--- src/rtl/vga_sync_decoder_if.sv ---
// Pixel-stream bundle between a VGA source and vga_sync_decoder.
// Optional macro VGA_RX_CRC_EN adds the frame_crc result.
interface vga_sync_decoder_if;
  logic        pix_ce;
  logic        hs;
  logic        vs;
  logic [7:0]  rgb_in;
  logic [9:0]  x;
  logic [9:0]  y;
  logic        pix_valid;
  logic [7:0]  rgb_out;
  logic        frame_start;
  logic        locked;
  logic        sync_err;
  logic [7:0]  err_count;
`ifdef VGA_RX_CRC_EN
  logic [15:0] frame_crc;

  modport master (
    output pix_ce, hs, vs, rgb_in,
    input  x, y, pix_valid, rgb_out, frame_start, locked, sync_err, err_count, frame_crc
  );
  modport slave (
    input  pix_ce, hs, vs, rgb_in,
    output x, y, pix_valid, rgb_out, frame_start, locked, sync_err, err_count, frame_crc
  );
`else
  modport master (
    output pix_ce, hs, vs, rgb_in,
    input  x, y, pix_valid, rgb_out, frame_start, locked, sync_err, err_count
  );
  modport slave (
    input  pix_ce, hs, vs, rgb_in,
    output x, y, pix_valid, rgb_out, frame_start, locked, sync_err, err_count
  );
`endif
endinterface

--- src/rtl/vga_sync_decoder.sv ---
// VGA receive front end: recovers x/y from HS/VS, verifies timing, locks and re-emits pixels.
// Optional macro VGA_RX_CRC_EN adds a per-frame CRC-16-CCITT of the emitted pixels.
module vga_sync_decoder #(
  parameter int H_ACTIVE    = 640,
  parameter int H_BP        = 48,
  parameter int H_TOTAL     = 800,
  parameter int V_ACTIVE    = 480,
  parameter int V_BP        = 10,
  parameter int V_TOTAL     = 525,
  parameter int SYNC_POL    = 1,
  parameter int LOCK_FRAMES = 2
) (
  input logic               clk,
  input logic               rst_n,
  vga_sync_decoder_if.slave bus
);

  typedef enum logic [1:0] {
    ST_SEARCH  = 2'd0,
    ST_ACQUIRE = 2'd1,
    ST_LOCKED  = 2'd2
  } state_t;

  localparam logic        L_SYNC   = 1'(SYNC_POL);
  localparam logic [10:0] L_H_LAST = 11'(H_TOTAL - 1);
  localparam logic [10:0] L_H_TMO  = 11'(2 * H_TOTAL - 1);
  localparam logic [10:0] L_H_BP   = 11'(H_BP);
  localparam logic [10:0] L_H_END  = 11'(H_BP + H_ACTIVE);
  localparam logic [9:0]  L_V_BP   = 10'(V_BP);
  localparam logic [9:0]  L_V_END  = 10'(V_BP + V_ACTIVE);
  localparam logic [9:0]  L_V_TOT  = 10'(V_TOTAL);
  localparam logic [7:0]  L_LOCK   = 8'(LOCK_FRAMES);

  state_t      r_state;
  logic        r_hs_act;
  logic        r_vs_act;
  logic [10:0] r_h_cnt;
  logic [9:0]  r_v_cnt;
  logic [7:0]  r_good;
  logic        r_frame_bad;
  logic        r_line_seen;
  logic [9:0]  r_x;
  logic [9:0]  r_y;
  logic        r_pix_valid;
  logic [7:0]  r_rgb;
  logic        r_frame_start;
  logic        r_locked;
  logic        r_sync_err;
  logic [7:0]  r_err_count;

  state_t      w_state_nxt;
  logic        w_hs_act;
  logic        w_vs_act;
  logic        w_hs_fall;
  logic        w_vs_fall;
  logic [10:0] w_h_nxt;
  logic [9:0]  w_v_inc;
  logic [9:0]  w_v_nxt;
  logic        w_frame_ok;
  logic        w_line_bad;
  logic [7:0]  w_good_nxt;
  logic        w_bad_nxt;
  logic        w_seen_nxt;
  logic        w_loss;
  logic        w_in_win;

  assign w_hs_act  = (bus.hs == L_SYNC);
  assign w_vs_act  = (bus.vs == L_SYNC);
  assign w_hs_fall = r_hs_act & ~w_hs_act;
  assign w_vs_fall = r_vs_act & ~w_vs_act;

  // Next values of the saturating position counters; VS fall overrides HS fall.
  always_comb begin
    w_h_nxt = r_h_cnt;
    w_v_inc = r_v_cnt;
    w_v_nxt = r_v_cnt;
    if (w_hs_fall) begin
      w_h_nxt = 11'd0;
    end else if (r_h_cnt != 11'h7FF) begin
      w_h_nxt = r_h_cnt + 11'd1;
    end else begin
      w_h_nxt = r_h_cnt;
    end
    if (r_v_cnt != 10'h3FF) begin
      w_v_inc = r_v_cnt + 10'd1;
    end else begin
      w_v_inc = r_v_cnt;
    end
    if (w_vs_fall) begin
      w_v_nxt = 10'd0;
    end else if (w_hs_fall) begin
      w_v_nxt = w_v_inc;
    end else begin
      w_v_nxt = r_v_cnt;
    end
  end

  // A line ending on this very sample still counts toward the frame length.
  assign w_frame_ok = w_hs_fall ? (w_v_inc == L_V_TOT) : (r_v_cnt == L_V_TOT);
  assign w_line_bad = (w_hs_fall & r_line_seen & (r_h_cnt != L_H_LAST)) | (w_h_nxt == L_H_TMO);

  // Lock state machine: next state and acquisition bookkeeping.
  always_comb begin
    w_state_nxt = r_state;
    w_good_nxt  = r_good;
    w_bad_nxt   = r_frame_bad;
    w_seen_nxt  = r_line_seen;
    w_loss      = 1'b0;
    case (r_state)
      ST_SEARCH: begin
        w_good_nxt = 8'd0;
        w_bad_nxt  = 1'b0;
        w_seen_nxt = 1'b0;
        if (w_vs_fall) begin
          w_state_nxt = ST_ACQUIRE;
        end else begin
          w_state_nxt = ST_SEARCH;
        end
      end
      ST_ACQUIRE: begin
        w_seen_nxt = r_line_seen | w_hs_fall;
        if (w_vs_fall) begin
          w_bad_nxt = 1'b0;
          if (!r_frame_bad && !w_line_bad && w_frame_ok) begin
            w_good_nxt = r_good + 8'd1;
          end else begin
            w_good_nxt = 8'd0;
          end
          if (w_good_nxt == L_LOCK) begin
            w_state_nxt = ST_LOCKED;
          end else begin
            w_state_nxt = ST_ACQUIRE;
          end
        end else begin
          w_bad_nxt = r_frame_bad | w_line_bad;
        end
      end
      ST_LOCKED: begin
        w_seen_nxt = r_line_seen | w_hs_fall;
        if (w_line_bad || (w_vs_fall && !w_frame_ok)) begin
          w_state_nxt = ST_SEARCH;
          w_loss      = 1'b1;
        end else begin
          w_state_nxt = ST_LOCKED;
        end
      end
      default: begin
        w_state_nxt = ST_SEARCH;
      end
    endcase
  end

  assign w_in_win = (w_state_nxt == ST_LOCKED) &&
                    (w_h_nxt >= L_H_BP) && (w_h_nxt < L_H_END) &&
                    (w_v_nxt >= L_V_BP) && (w_v_nxt < L_V_END);

  // Sync history, counters and FSM state advance only on pixel samples.
  always_ff @(posedge clk or negedge rst_n) begin
    if (!rst_n) begin
      r_state     <= ST_SEARCH;
      r_hs_act    <= 1'b0;
      r_vs_act    <= 1'b0;
      r_h_cnt     <= 11'd0;
      r_v_cnt     <= 10'd0;
      r_good      <= 8'd0;
      r_frame_bad <= 1'b0;
      r_line_seen <= 1'b0;
    end else if (bus.pix_ce) begin
      r_state     <= w_state_nxt;
      r_hs_act    <= w_hs_act;
      r_vs_act    <= w_vs_act;
      r_h_cnt     <= w_h_nxt;
      r_v_cnt     <= w_v_nxt;
      r_good      <= w_good_nxt;
      r_frame_bad <= w_bad_nxt;
      r_line_seen <= w_seen_nxt;
    end
  end

  // Registered outputs; the two pulses are squashed on clocks without a sample.
  always_ff @(posedge clk or negedge rst_n) begin
    if (!rst_n) begin
      r_x           <= 10'd0;
      r_y           <= 10'd0;
      r_pix_valid   <= 1'b0;
      r_rgb         <= 8'd0;
      r_frame_start <= 1'b0;
      r_locked      <= 1'b0;
      r_sync_err    <= 1'b0;
      r_err_count   <= 8'd0;
    end else if (bus.pix_ce) begin
      r_pix_valid   <= w_in_win;
      r_x           <= w_in_win ? 10'(w_h_nxt - L_H_BP) : 10'd0;
      r_y           <= w_in_win ? (w_v_nxt - L_V_BP) : 10'd0;
      r_rgb         <= w_in_win ? bus.rgb_in : 8'd0;
      r_frame_start <= w_in_win && (w_h_nxt == L_H_BP) && (w_v_nxt == L_V_BP);
      r_locked      <= (w_state_nxt == ST_LOCKED);
      r_sync_err    <= w_loss;
      if (w_loss && (r_err_count != 8'hFF)) begin
        r_err_count <= r_err_count + 8'd1;
      end
    end else begin
      r_frame_start <= 1'b0;
      r_sync_err    <= 1'b0;
    end
  end

  assign bus.x           = r_x;
  assign bus.y           = r_y;
  assign bus.pix_valid   = r_pix_valid;
  assign bus.rgb_out     = r_rgb;
  assign bus.frame_start = r_frame_start;
  assign bus.locked      = r_locked;
  assign bus.sync_err    = r_sync_err;
  assign bus.err_count   = r_err_count;

`ifdef VGA_RX_CRC_EN
  logic [15:0] r_crc_acc;
  logic [15:0] r_frame_crc;

  function automatic logic [15:0] crc16_byte(input logic [15:0] c, input logic [7:0] d);
    logic [15:0] r;
    r = c;
    for (int i = 7; i >= 0; i--) begin
      r = (r[15] ^ d[i]) ? ({r[14:0], 1'b0} ^ 16'h1021) : {r[14:0], 1'b0};
    end
    return r;
  endfunction

  // CRC of emitted pixels, published at the VS fall that closes a locked frame.
  always_ff @(posedge clk or negedge rst_n) begin
    if (!rst_n) begin
      r_crc_acc   <= 16'hFFFF;
      r_frame_crc <= 16'd0;
    end else if (bus.pix_ce) begin
      if (w_vs_fall) begin
        if (r_state == ST_LOCKED) begin
          r_frame_crc <= r_crc_acc;
        end
        r_crc_acc <= 16'hFFFF;
      end else if (w_in_win) begin
        r_crc_acc <= crc16_byte(r_crc_acc, bus.rgb_in);
      end
    end
  end

  assign bus.frame_crc = r_frame_crc;
`endif

endmodule

--- src/flat_wrapper.sv ---
// flat-port wrapper written by rule: the top's interface ports become plain ports
module vga_sync_decoder_flat 
#(
  parameter int H_ACTIVE    = 640,
  parameter int H_BP        = 48,
  parameter int H_TOTAL     = 800,
  parameter int V_ACTIVE    = 480,
  parameter int V_BP        = 10,
  parameter int V_TOTAL     = 525,
  parameter int SYNC_POL    = 1,
  parameter int LOCK_FRAMES = 2
)
  (clk, rst_n, bus_pix_ce, bus_hs, bus_vs, bus_rgb_in, bus_x, bus_y, bus_pix_valid, bus_rgb_out, bus_frame_start, bus_locked, bus_sync_err, bus_err_count);
  vga_sync_decoder_if bus_i ();
  input logic clk;
  input logic rst_n;
  input wire logic [$bits(bus_i.pix_ce)-1:0] bus_pix_ce;
  input wire logic [$bits(bus_i.hs)-1:0] bus_hs;
  input wire logic [$bits(bus_i.vs)-1:0] bus_vs;
  input wire logic [$bits(bus_i.rgb_in)-1:0] bus_rgb_in;
  output wire logic [$bits(bus_i.x)-1:0] bus_x;
  output wire logic [$bits(bus_i.y)-1:0] bus_y;
  output wire logic [$bits(bus_i.pix_valid)-1:0] bus_pix_valid;
  output wire logic [$bits(bus_i.rgb_out)-1:0] bus_rgb_out;
  output wire logic [$bits(bus_i.frame_start)-1:0] bus_frame_start;
  output wire logic [$bits(bus_i.locked)-1:0] bus_locked;
  output wire logic [$bits(bus_i.sync_err)-1:0] bus_sync_err;
  output wire logic [$bits(bus_i.err_count)-1:0] bus_err_count;
  assign bus_i.pix_ce = bus_pix_ce;
  assign bus_i.hs = bus_hs;
  assign bus_i.vs = bus_vs;
  assign bus_i.rgb_in = bus_rgb_in;
  assign bus_x = bus_i.x;
  assign bus_y = bus_i.y;
  assign bus_pix_valid = bus_i.pix_valid;
  assign bus_rgb_out = bus_i.rgb_out;
  assign bus_frame_start = bus_i.frame_start;
  assign bus_locked = bus_i.locked;
  assign bus_sync_err = bus_i.sync_err;
  assign bus_err_count = bus_i.err_count;
  vga_sync_decoder #(.H_ACTIVE(H_ACTIVE), .H_BP(H_BP), .H_TOTAL(H_TOTAL), .V_ACTIVE(V_ACTIVE), .V_BP(V_BP), .V_TOTAL(V_TOTAL), .SYNC_POL(SYNC_POL), .LOCK_FRAMES(LOCK_FRAMES)) u_core (.clk(clk), .rst_n(rst_n), .bus(bus_i));
endmodule
--- config.mk ---
export PLATFORM = sky130hd
export DESIGN_NAME = vga_sync_decoder_flat
export DESIGN_NICKNAME = d
export VERILOG_FILES = /design/src/rtl/vga_sync_decoder_if.sv /design/src/rtl/vga_sync_decoder.sv /design/src/flat_wrapper.sv
export SDC_FILE = /design/constraint.sdc
export NUM_CORES = 1
export LEC_CHECK = 0
export ABC_AREA = 1
export CAP_MARGIN = 20
export CORE_MARGIN = 1
export CORE_UTILIZATION = 35
export DETAILED_ROUTE_END_ITERATION = 10
export PLACE_DENSITY_LB_ADDON = 0.05
export SLEW_MARGIN = 20
export SYNTH_ARGS = -nofsm -noshare
export SYNTH_HDL_FRONTEND = slang
export SYNTH_SLANG_ARGS = --single-unit
--- constraint.sdc ---
create_clock -name clk -period 2.65 [get_ports clk]
set_input_delay 0.53 -clock clk [delete_from_list [all_inputs] [get_ports clk]]
set_output_delay 0.53 -clock clk [all_outputs]
set_load 0.02 [all_outputs]
Fig. 1: wiring by layer
Scale: 3 px per um. Two of the layers only.
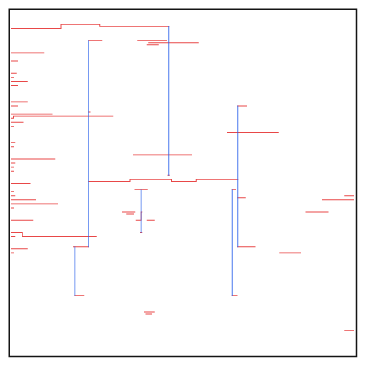
Key: met3 = red [wire length 430 um]; met4 = blue [wire length 231 um]
overall fraction of global-route tracks in use: 22.2%
total number of vias: 4469

Fig. 2: sequential cells coloured by netlist name
Scale: 4 px per um. Other sequential cells in the stronger grey, the rest of the logic in the fainter grey.
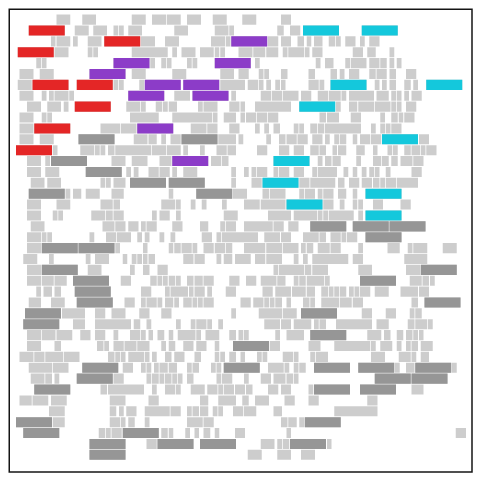
Key: `u_core.bus.x` = purple [sequential cells 10]; `u_core.bus.rgb_out` = red [sequential cells 8, where north-west]; `u_core.r_h_cnt` = cyan [sequential cells 11]
Another 46 sequential cells are not coloured.
Seq/total area: 26.8%
final core utilization: 55.6%
area taken by flip-flops and latches: 0.00188 mm2
sequential cell power: 1.27 mW

==> notes.md <==
Status on the layout run. Looking at the clock tree report, the H-tree level count equals 3. The flow ran to the end, but the final reports show violations. As reported, the later end of the worst-skew pair has a clock insertion delay of 0.34 ns.

Yosys stat counts 576 cells in the synthesized netlist. Post-route total power landed at 3.62 mW. Synthesis area per yosys landed at 0.00449 mm2. In this design, the stage delay of the slowest critical-path cell is 0.35 ns.

STA lists the maximum fanout along the critical path as 9. The timing report attributes the biggest portion of critical-path delay to simple AND/OR/NAND/NOR gates. Post-synth the commonest register cell is sky130_fd_sc_hd__dfrtp_1. Across all checked pins, the minimum headroom to the slew limit is 70.6%. The synthesis report lists the Yosys warning total as 0. Measured along the x axis, the die boundary spans 115 um.

Global route summary, busiest routing layer listed as met2. The final timing report lists a hold violation count of 0. Counting I/O delays and the setup requirement, the final critical path takes 3.11 ns. Clock sink total landed at 75. Per the TritonCTS log, the buffer count is 9. Number of max-slew violations in the final report landed at 0. Per STA, the startpoint of the critical path is u_core.r_h_cnt[1]. Number of violations of the max-capacitance limit landed at 0. Sum of overflow across all layers after global routing landed at 0. The path class of the tightest hold or removal check is input pin to asynchronous set/reset pin.

Remaining antenna violation count landed at 0. Setup repair after global routing could not meet its margin everywhere. Final critical-path share of the clock period landed at 118%.

Layout overhead on the synthesized area landed at 55.7%. Area of the multi-input gates landed at 0.00261 mm2. met1 track demand over resource after global routing is 29.3%.

For reference, the top cells by count after synthesis are sky130_fd_sc_hd__nand2_1, sky130_fd_sc_hd__dfrtp_1, sky130_fd_sc_hd__inv_1. After the first detailed-routing iteration, the DRC count stood at 286. All stages included, the depth of the critical timing path comes to 25.

DRC violations left landed at 0. Per the detail_route log, the uppermost layer with routed signals is met4. Per the post-synthesis stats, the area per cell is 7.80 um2. Total negative slack for setup checks landed at -14.63 ns. Vertical die dimension landed at 115 um.

The launch point of the worst register-to-register path is recorded as u_core.r_h_cnt[1]. Register bit count reported by yosys landed at 75. The last timing report of the flow puts the setup violation total at 41.

Count of TritonRoute iterations in the first routing pass landed at 4. The via count of the first global-routing pass was 4530. The most common cell in the synthesized netlist is sky130_fd_sc_hd__nand2_1. Count of library flops with an enable pin landed at 0.

The final reports fail on negative setup slack. Deepest clock path buffer count landed at 2. Data on the critical path is required at its endpoint by 2.93 ns. The layout has 1191 filler cells. The non-clock inverters instantiated in the layout total 67. In this run, the synthesized area fraction spent on adder and majority cells is recorded as 3.06%. Data arrival time at the worst-slack endpoint landed at 3.39 ns. Looking at the group totals, the largest power group turns out to be the clock network. Pre-placement core utilization landed at 35.7%. For reference, the most critical setup path is categorized as register to register. The worst setup path is launched from a register. Worst-case setup margin in the final layout landed at -0.465 ns. The first global-routing pass estimated 22400 um of wire.

Clock-cell share of area landed at 4.47%. TritonCTS built the clock tree. Per the synthesis report, the dominant area consumer among library cells is sky130_fd_sc_hd__dfrtp_1. The largest register by flop count is u_core.r_h_cnt. Count of sequential standard cells landed at 75. Among the non-sequential cells, simple AND/OR/NAND/NOR gates take the most area.

Distinct cell type count after synthesis landed at 36. The endpoint identified for the worst register-to-register timing path is u_core.bus.y[9]. After clock tree synthesis, the setup repair step added 20 buffers.
Power figures rest on the tool's default switching activity, not on a simulated workload.
